==> src/rtl/tanimoto_pkg.sv <==
// Shared types and sizing helpers for the tanimoto run sequencer.
// Imported by the interface, the threshold generator and the controller.
package tanimoto_pkg;

  typedef enum logic [2:0] {
    ST_IDLE  = 3'd0,
    ST_LOAD  = 3'd1,
    ST_RUN   = 3'd2,
    ST_DRAIN = 3'd3,
    ST_DONE  = 3'd4
  } state_t;

  localparam int DEF_COEF_WIDTH   = 8;
  localparam int DEF_DRAIN_CYCLES = 64;

  // Threshold BRAM data width: popcount range 0..VECTOR_WIDTH
  function automatic int bram_dw(input int vw);
    return $clog2(vw) + 1;
  endfunction

endpackage

==> src/rtl/tanimoto_ctrl_if.sv <==
// Host, BRAM, FIFO and ID-pair signals of the tanimoto run sequencer.
// master = host/test side, slave = controller side.
interface tanimoto_ctrl_if
  import tanimoto_pkg::*;
#(
  parameter int VECTOR_WIDTH = 920,
  parameter int COEF_WIDTH   = DEF_COEF_WIDTH,
  parameter int VCNT_WIDTH   = 16
) ();

  localparam int CNT_WIDTH = $clog2(VECTOR_WIDTH);
  localparam int DW        = bram_dw(VECTOR_WIDTH);

  logic                  i_Start;
  logic                  i_Abort;
  logic [COEF_WIDTH-1:0] i_Coef;
  logic [VCNT_WIDTH-1:0] i_VecCount;
  logic [CNT_WIDTH-1:0]  o_BRAM_Addr;
  logic [DW-1:0]         o_BRAM_Din;
  logic                  o_BRAM_En;
  logic                  o_BRAM_WrEn;
  logic                  i_FifoEmpty;
  logic                  o_FifoRead;
  logic                  o_Valid;
  logic                  i_Read;
  logic                  i_IDPair_Ready;
  logic                  o_IDPair_Read;
  logic [31:0]           o_PairCount;
  logic                  o_Busy;
  logic                  o_Done;

  modport master (
    output i_Start, i_Abort, i_Coef, i_VecCount,
    output i_FifoEmpty, i_Read, i_IDPair_Ready,
    input  o_BRAM_Addr, o_BRAM_Din, o_BRAM_En, o_BRAM_WrEn,
    input  o_FifoRead, o_Valid, o_IDPair_Read,
    input  o_PairCount, o_Busy, o_Done
  );

  modport slave (
    input  i_Start, i_Abort, i_Coef, i_VecCount,
    input  i_FifoEmpty, i_Read, i_IDPair_Ready,
    output o_BRAM_Addr, o_BRAM_Din, o_BRAM_En, o_BRAM_WrEn,
    output o_FifoRead, o_Valid, o_IDPair_Read,
    output o_PairCount, o_Busy, o_Done
  );

endinterface

==> src/rtl/tanimoto_ctrl_threshold_gen.sv <==
// Running i*Coef accumulator with ceil(acc/2^COEF_WIDTH) output.
// thr for step i is registered together with the BRAM address.
module threshold_gen
  import tanimoto_pkg::*;
#(
  parameter int CNT_WIDTH  = 10,
  parameter int COEF_WIDTH = DEF_COEF_WIDTH
) (
  input  logic                  clk,
  input  logic                  rstn,
  input  logic                  clear,
  input  logic                  step,
  input  logic [COEF_WIDTH-1:0] coef,
  output logic [CNT_WIDTH:0]    thr
);

  localparam int AW = CNT_WIDTH + COEF_WIDTH + 1;
  localparam logic [AW-1:0] RND = AW'((1 << COEF_WIDTH) - 1);

  logic [AW-1:0]    acc_q, acc_d, acc_r;
  logic [CNT_WIDTH:0] thr_q, thr_d;

  // step: emit ceil of current acc, then advance by coef
  always_comb begin
    acc_r = acc_q + RND;
    acc_d = acc_q;
    thr_d = thr_q;
    if (clear) begin
      acc_d = '0;
    end else if (step) begin
      acc_d = acc_q + AW'(coef);
      thr_d = acc_r[AW-1:COEF_WIDTH];
    end
  end

  // accumulator and output registers
  always_ff @(posedge clk or negedge rstn) begin
    if (!rstn) begin
      acc_q <= '0;
      thr_q <= '0;
    end else begin
      acc_q <= acc_d;
      thr_q <= thr_d;
    end
  end

  assign thr = thr_q;

endmodule

==> src/rtl/tanimoto_ctrl.sv <==
// Run sequencer: threshold BRAM load, gated vector stream, drain, done.
// Replaces manual BRAM load and FIFO gating in front of tanimoto_top.
module tanimoto_ctrl
  import tanimoto_pkg::*;
#(
  parameter int VECTOR_WIDTH = 920,
  parameter int COEF_WIDTH   = DEF_COEF_WIDTH,
  parameter int VCNT_WIDTH   = 16,
  parameter int DRAIN_CYCLES = DEF_DRAIN_CYCLES
) (
  input logic            clk,
  input logic            rstn,
  tanimoto_ctrl_if.slave bus
);

  localparam int CNT_WIDTH = $clog2(VECTOR_WIDTH);
  localparam int QW        = $clog2(DRAIN_CYCLES) + 1;
  localparam logic [CNT_WIDTH:0] IDX_END = (CNT_WIDTH+1)'(VECTOR_WIDTH);
  localparam logic [QW-1:0]      Q_LAST  = QW'(DRAIN_CYCLES - 1);

  state_t                state_q, state_d;
  logic [CNT_WIDTH:0]    idx_q, idx_d;
  logic [CNT_WIDTH-1:0]  addr_q, addr_d;
  logic                  en_q, en_d;
  logic [COEF_WIDTH-1:0] coef_q, coef_d;
  logic [VCNT_WIDTH-1:0] vcnt_q, vcnt_d;
  logic [VCNT_WIDTH-1:0] wcnt_q, wcnt_d;
  logic [QW-1:0]         qcnt_q, qcnt_d;
  logic [31:0]           pcnt_q, pcnt_d;
  logic                  busy_q, busy_d;
  logic                  done_q, done_d;
  logic                  tg_clear, tg_step;
  logic                  run_gate, rd;
  logic [CNT_WIDTH:0]    thr;

  assign run_gate = (state_q == ST_RUN) & ~bus.i_FifoEmpty;
  assign rd       = run_gate & bus.i_Read;

  // next-state and datapath updates
  always_comb begin
    state_d  = state_q;
    idx_d    = idx_q;
    addr_d   = addr_q;
    en_d     = 1'b0;
    coef_d   = coef_q;
    vcnt_d   = vcnt_q;
    wcnt_d   = wcnt_q;
    qcnt_d   = qcnt_q;
    pcnt_d   = pcnt_q;
    done_d   = 1'b0;
    tg_clear = 1'b0;
    tg_step  = 1'b0;
    if (state_q != ST_IDLE && bus.i_IDPair_Ready && pcnt_q != '1)
      pcnt_d = pcnt_q + 32'd1;
    if (bus.i_Abort) begin
      state_d = ST_IDLE;
    end else begin
      unique case (state_q)
        ST_IDLE: if (bus.i_Start) begin
          coef_d   = bus.i_Coef;
          vcnt_d   = bus.i_VecCount;
          wcnt_d   = '0;
          pcnt_d   = '0;
          idx_d    = '0;
          tg_clear = 1'b1;
          state_d  = ST_LOAD;
        end
        ST_LOAD: if (idx_q == IDX_END) begin
          qcnt_d  = '0;
          state_d = (vcnt_q == '0) ? ST_DRAIN : ST_RUN;
        end else begin
          en_d    = 1'b1;
          addr_d  = idx_q[CNT_WIDTH-1:0];
          tg_step = 1'b1;
          idx_d   = idx_q + 1'b1;
        end
        ST_RUN: if (rd) begin
          wcnt_d = wcnt_q + 1'b1;
          if (wcnt_q == vcnt_q - 1'b1) begin
            qcnt_d  = '0;
            state_d = ST_DRAIN;
          end
        end
        ST_DRAIN: if (bus.i_IDPair_Ready) begin
          qcnt_d = '0;
        end else if (qcnt_q == Q_LAST) begin
          done_d  = 1'b1;
          state_d = ST_DONE;
        end else begin
          qcnt_d = qcnt_q + 1'b1;
        end
        ST_DONE: state_d = ST_IDLE;
        default: state_d = ST_IDLE;
      endcase
    end
    busy_d = (state_d != ST_IDLE);
  end

  // FSM state and registered outputs
  always_ff @(posedge clk or negedge rstn) begin
    if (!rstn) begin
      state_q <= ST_IDLE;
      idx_q   <= '0;
      addr_q  <= '0;
      en_q    <= 1'b0;
      coef_q  <= '0;
      vcnt_q  <= '0;
      wcnt_q  <= '0;
      qcnt_q  <= '0;
      pcnt_q  <= '0;
      busy_q  <= 1'b0;
      done_q  <= 1'b0;
    end else begin
      state_q <= state_d;
      idx_q   <= idx_d;
      addr_q  <= addr_d;
      en_q    <= en_d;
      coef_q  <= coef_d;
      vcnt_q  <= vcnt_d;
      wcnt_q  <= wcnt_d;
      qcnt_q  <= qcnt_d;
      pcnt_q  <= pcnt_d;
      busy_q  <= busy_d;
      done_q  <= done_d;
    end
  end

  threshold_gen #(
    .CNT_WIDTH  (CNT_WIDTH),
    .COEF_WIDTH (COEF_WIDTH)
  ) u_thr (
    .clk   (clk),
    .rstn  (rstn),
    .clear (tg_clear),
    .step  (tg_step),
    .coef  (coef_q),
    .thr   (thr)
  );

  assign bus.o_BRAM_Addr   = addr_q;
  assign bus.o_BRAM_Din    = thr;
  assign bus.o_BRAM_En     = en_q;
  assign bus.o_BRAM_WrEn   = en_q;
  assign bus.o_Valid       = run_gate;
  assign bus.o_FifoRead    = rd;
  assign bus.o_IDPair_Read = bus.i_IDPair_Ready;
  assign bus.o_PairCount   = pcnt_q;
  assign bus.o_Busy        = busy_q;
  assign bus.o_Done        = done_q;

endmodule

==> src/flat_wrapper.sv <==
// flat-port wrapper written by rule: the top's interface ports become plain ports
module tanimoto_ctrl_flat import tanimoto_pkg::*;
#(
  parameter int VECTOR_WIDTH = 920,
  parameter int COEF_WIDTH   = DEF_COEF_WIDTH,
  parameter int VCNT_WIDTH   = 16,
  parameter int DRAIN_CYCLES = DEF_DRAIN_CYCLES
)
  (clk, rstn, bus_i_Start, bus_i_Abort, bus_i_Coef, bus_i_VecCount, bus_i_FifoEmpty, bus_i_Read, bus_i_IDPair_Ready, bus_o_BRAM_Addr, bus_o_BRAM_Din, bus_o_BRAM_En, bus_o_BRAM_WrEn, bus_o_FifoRead, bus_o_Valid, bus_o_IDPair_Read, bus_o_PairCount, bus_o_Busy, bus_o_Done);
  tanimoto_ctrl_if #(.VECTOR_WIDTH(VECTOR_WIDTH), .COEF_WIDTH(COEF_WIDTH), .VCNT_WIDTH(VCNT_WIDTH)) bus_i ();
  input logic clk;
  input logic rstn;
  input wire logic [$bits(bus_i.i_Start)-1:0] bus_i_Start;
  input wire logic [$bits(bus_i.i_Abort)-1:0] bus_i_Abort;
  input wire logic [$bits(bus_i.i_Coef)-1:0] bus_i_Coef;
  input wire logic [$bits(bus_i.i_VecCount)-1:0] bus_i_VecCount;
  input wire logic [$bits(bus_i.i_FifoEmpty)-1:0] bus_i_FifoEmpty;
  input wire logic [$bits(bus_i.i_Read)-1:0] bus_i_Read;
  input wire logic [$bits(bus_i.i_IDPair_Ready)-1:0] bus_i_IDPair_Ready;
  output wire logic [$bits(bus_i.o_BRAM_Addr)-1:0] bus_o_BRAM_Addr;
  output wire logic [$bits(bus_i.o_BRAM_Din)-1:0] bus_o_BRAM_Din;
  output wire logic [$bits(bus_i.o_BRAM_En)-1:0] bus_o_BRAM_En;
  output wire logic [$bits(bus_i.o_BRAM_WrEn)-1:0] bus_o_BRAM_WrEn;
  output wire logic [$bits(bus_i.o_FifoRead)-1:0] bus_o_FifoRead;
  output wire logic [$bits(bus_i.o_Valid)-1:0] bus_o_Valid;
  output wire logic [$bits(bus_i.o_IDPair_Read)-1:0] bus_o_IDPair_Read;
  output wire logic [$bits(bus_i.o_PairCount)-1:0] bus_o_PairCount;
  output wire logic [$bits(bus_i.o_Busy)-1:0] bus_o_Busy;
  output wire logic [$bits(bus_i.o_Done)-1:0] bus_o_Done;
  assign bus_i.i_Start = bus_i_Start;
  assign bus_i.i_Abort = bus_i_Abort;
  assign bus_i.i_Coef = bus_i_Coef;
  assign bus_i.i_VecCount = bus_i_VecCount;
  assign bus_i.i_FifoEmpty = bus_i_FifoEmpty;
  assign bus_i.i_Read = bus_i_Read;
  assign bus_i.i_IDPair_Ready = bus_i_IDPair_Ready;
  assign bus_o_BRAM_Addr = bus_i.o_BRAM_Addr;
  assign bus_o_BRAM_Din = bus_i.o_BRAM_Din;
  assign bus_o_BRAM_En = bus_i.o_BRAM_En;
  assign bus_o_BRAM_WrEn = bus_i.o_BRAM_WrEn;
  assign bus_o_FifoRead = bus_i.o_FifoRead;
  assign bus_o_Valid = bus_i.o_Valid;
  assign bus_o_IDPair_Read = bus_i.o_IDPair_Read;
  assign bus_o_PairCount = bus_i.o_PairCount;
  assign bus_o_Busy = bus_i.o_Busy;
  assign bus_o_Done = bus_i.o_Done;
  tanimoto_ctrl #(.VECTOR_WIDTH(VECTOR_WIDTH), .COEF_WIDTH(COEF_WIDTH), .VCNT_WIDTH(VCNT_WIDTH), .DRAIN_CYCLES(DRAIN_CYCLES)) u_core (.clk(clk), .rstn(rstn), .bus(bus_i));
endmodule
==> config.mk <==
export PLATFORM = sky130hd
export DESIGN_NAME = tanimoto_ctrl_flat
export DESIGN_NICKNAME = d
export VERILOG_FILES = /design/src/rtl/tanimoto_pkg.sv /design/src/rtl/tanimoto_ctrl_if.sv /design/src/rtl/tanimoto_ctrl_threshold_gen.sv /design/src/rtl/tanimoto_ctrl.sv /design/src/flat_wrapper.sv
export SDC_FILE = /design/constraint.sdc
export NUM_CORES = 1
export LEC_CHECK = 0
export ABC_AREA = 1
export CORE_MARGIN = 1
export CORE_UTILIZATION = 61
export DETAILED_ROUTE_END_ITERATION = 10
export PLACE_DENSITY = 0.86
export SLEW_MARGIN = 15
export SYNTH_ARGS = -nofsm -noshare
export SYNTH_HDL_FRONTEND = slang
export SYNTH_SLANG_ARGS = --single-unit
==> constraint.sdc <==
create_clock -name clk -period 4.2 [get_ports clk]
set_clock_uncertainty 0.1 [all_clocks]
set_input_delay 0.84 -clock clk [delete_from_list [all_inputs] [get_ports clk]]
set_output_delay 0.84 -clock clk [all_outputs]
set_load 0.05 [all_outputs]
**Clock wires, drivers and flops**

Bar = 20 um.
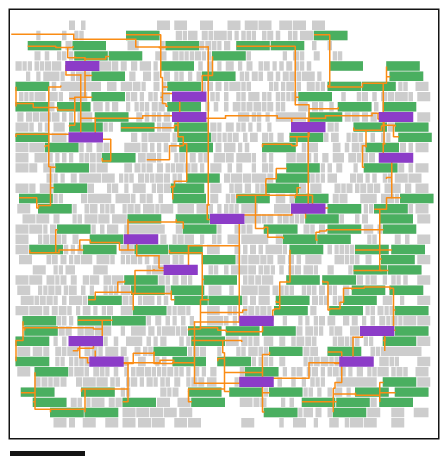
[green] flip-flops | count: 136
[purple] clock-net drivers | count: 17
[orange] clock wires | length: 1,650 um
routed clock nets: 18
clock network power share: 40.7%
clk_lat worst skew: 0.43 ns

**Register map, names as in the netlist**

Other sequential cells in the stronger grey, the rest of the logic in the fainter grey.
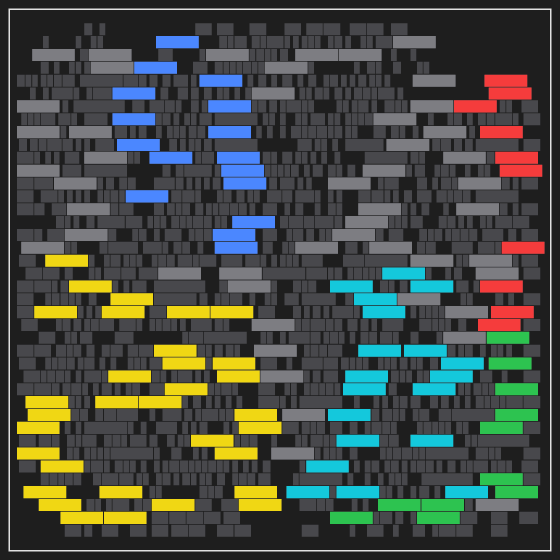
| colour | name in the netlist | flops |
|---|---|---|
| green | u_core.u_thr.thr | 11 |
| red | u_core.bus.o_BRAM_Addr | 10 |
| blue | u_core.wcnt_q | 16 |
| yellow | u_core.bus.o_PairCount | 32 |
| cyan | u_core.u_thr.acc_q | 19 |
not coloured: 48

**Placed cells, one colour a class**

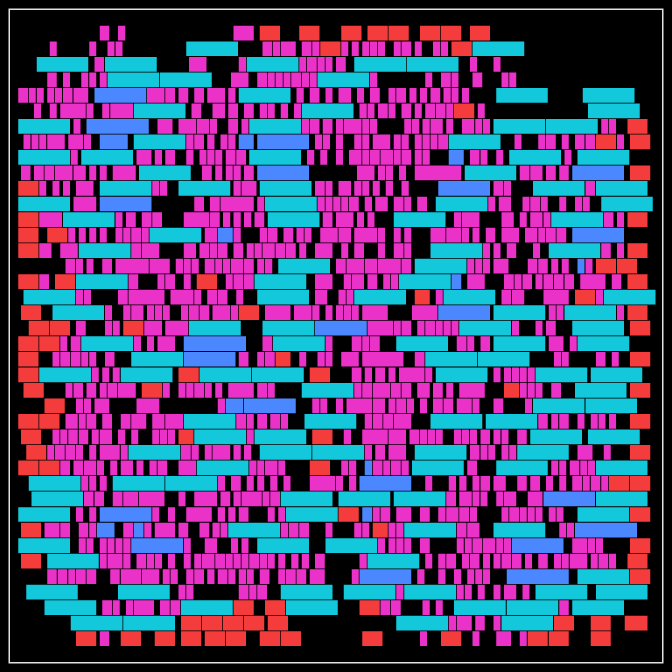
| colour | class | cells | share of their area |
|---|---|---|---|
| cyan | registers | 136 | 37% |
| red | remaining buffers and delay cells | 95 | 10% |
| magenta | remaining logic cells | 849 | 46% |
| blue | clock drivers and dummy loads | 32 | 6.8% |

==> metrics.cfg <==
[floorplanning]
initCoreUtil_pct=63.2
die_h_um=114
io_pins=91

[route]
drt_iter0_drc=530
wl_um=18700
viasPerCell=5.57
wl_per_cell_um=14.6
firstDrtPassIters=5
drc=0
ant_nets=0

[pwr]
p_per_area_mw_per_mm2=414
p_leak_uw=0.00419
switching_share_pct=30.4
vdd.ir_drop.worst_mv=0.281
p_sw_uw=1180
fin_total_pwr_uw=3870
internal_power_uw=2690

[finish]
comb_area_mm2=0.00371
lay_top_count=nand2_1
n_all_buffers=95
dominant-cell-class=logic gates
layoutNonFillerInstCount=1280
layout_top_cells=263 x nand2_1, 136 x dfrtp_1, 112 x inv_1
final_area_mm2=0.00935
clock_area_share_pct=6.65
sh_seq_area_pct=36.4
area_growth_pct=21.7
fillerInstances=896
layout.nets=1145

[synthesis]
ys_sh_xor_pct=3.94
top_cells_by_count=263 x nand2_1, 136 x dfrtp_1, 112 x inv_1
simple_gate_area_share_pct=31.0
ys_seq_share_pct=44.3
adder_share_pct=2.54
synth_warnings=0
synth.logic.top_family=simple AND/OR/NAND/NOR gates
mux_area_share_pct=0
enable_flop_cells=0
synthFlopType=dfrtp_1
avgSynthCellArea_um2=7.63
syn_inst=1007
fp_nets=1053
ys_area_mm2=0.00768
synth.cell_area_mm2=0.00768

[placed_design]
place.gp.congestion=0.879
dp_cells=1248
placed_area_mm2=0.00873
port_buffers=90
dp_slack_ns=0.848

[global_route]
grt_pass1_vias=6838
track_usage_pct=31.1
grt_max_degree=97

[timing]
fmax_mhz=297
setup_slack_ns=0.830
setup_violations=0

[clocking]
cts_hold_buffers=0
root_buffer=clkbuf_16
cts_setup_buffers=0
numCtsBuffers=17

[job]
tool_warnings=27

[critical_path]
worstPathArrival_ns=2.43
critical_path.top_delay_family=buffers and inverters
cp_num_cells=5
critPathMaxFanout=4
cp_num_buf_inv=3
path_cells=clkdlybuf4s50_1, nor2_4, nand2_2, inv_1, clkdlybuf4s50_1
cp_slowest_stage_delay_ns=0.82

[run_status]
status=complete, no violations

[hold_path]
hold_path_class=in -> async

**Selected gate families**

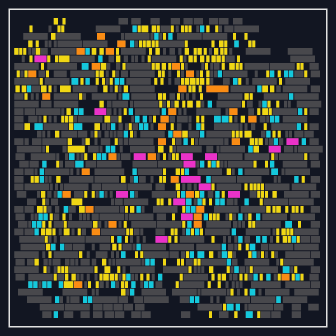
| colour | family | cells |
|---|---|---|
| orange | xor and xnor cells | 33 |
| yellow | nand cells | 359 |
| cyan | aoi and oai cells | 143 |
| magenta | fa/ha/maj cells | 15 |

**Clock routing**

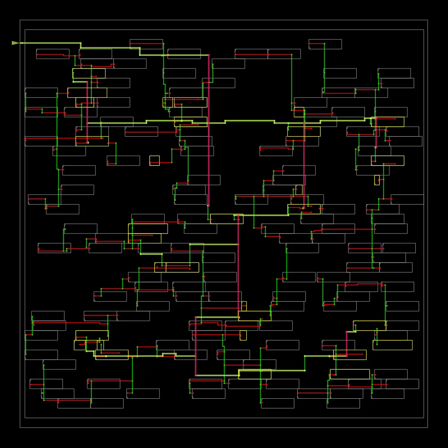
clock buf count: 20
Clock Sinks: 136

-- path summary, 6_finish.rpt --
path / from / endpoint / slack [ns]
max in group asynchronous: rstn / u_core.wcnt_q[12] / 2.72
worst min register to register: u_core.u_thr.thr[1] / u_core.u_thr.thr[1] / 0.38
worst max register to register: u_core.idx_q[0] / u_core.idx_q[3] / 1.50
worst min-delay path: rstn / u_core.u_thr.thr[10] / 0.36
worst max-delay path: bus_i_FifoEmpty / bus_o_FifoRead / 0.83
min in group clk: u_core.u_thr.thr[1] / u_core.u_thr.thr[1] / 0.38
-- power by group through the flow --
stage | sequential, uW | clock [uW] | combinational, uW
final | 1520 | 1570 | 772
after global routing | 1540 | 1640 | 858
after CTS | 1520 | 1580 | 770
after detailed placement | 1540 | 0 | 756
after global placement | 1540 | 0 | 737
after floorplan | 1620 | 0 | 441
-- registers in the layout (all words and copies together), names as in the netlist --
signal and cells:
u_core.bus.o_BRAM_En 1, u_core.u_thr.thr 11, u_core.u_thr.acc_q 19, u_core.idx_q 11
u_core.wcnt_q 16, u_core.coef_q 8, u_core.bus.o_BRAM_Addr 10, u_core.qcnt_q 7
u_core.bus.o_Busy 1, u_core.vcnt_q 16, u_core.bus.o_Done 1, u_core.state_q 3
u_core.bus.o_PairCount 32
-- cells by family (layout without fill, tap and decap cells) --
kind of cell,after synthesis,in the layout
AND/OR/NAND/NOR,526,526
AND-OR/OR-AND,151,151
buffers and inverters,146,251
flip-flops,136,136
XOR/XNOR,33,33
adder cells (fa/ha/maj),15,15
-- per-layer routing --
metal | share of wire (%) | GRT usage [%]
met1 | 43 | 40.2
met2 | 48 | 50.6
met3 | 6.7 | 8.26
met4 | 2.0 | 11.3
met5 | 0 | 0
No activity file was given, so power comes from the tool's default toggle rates.
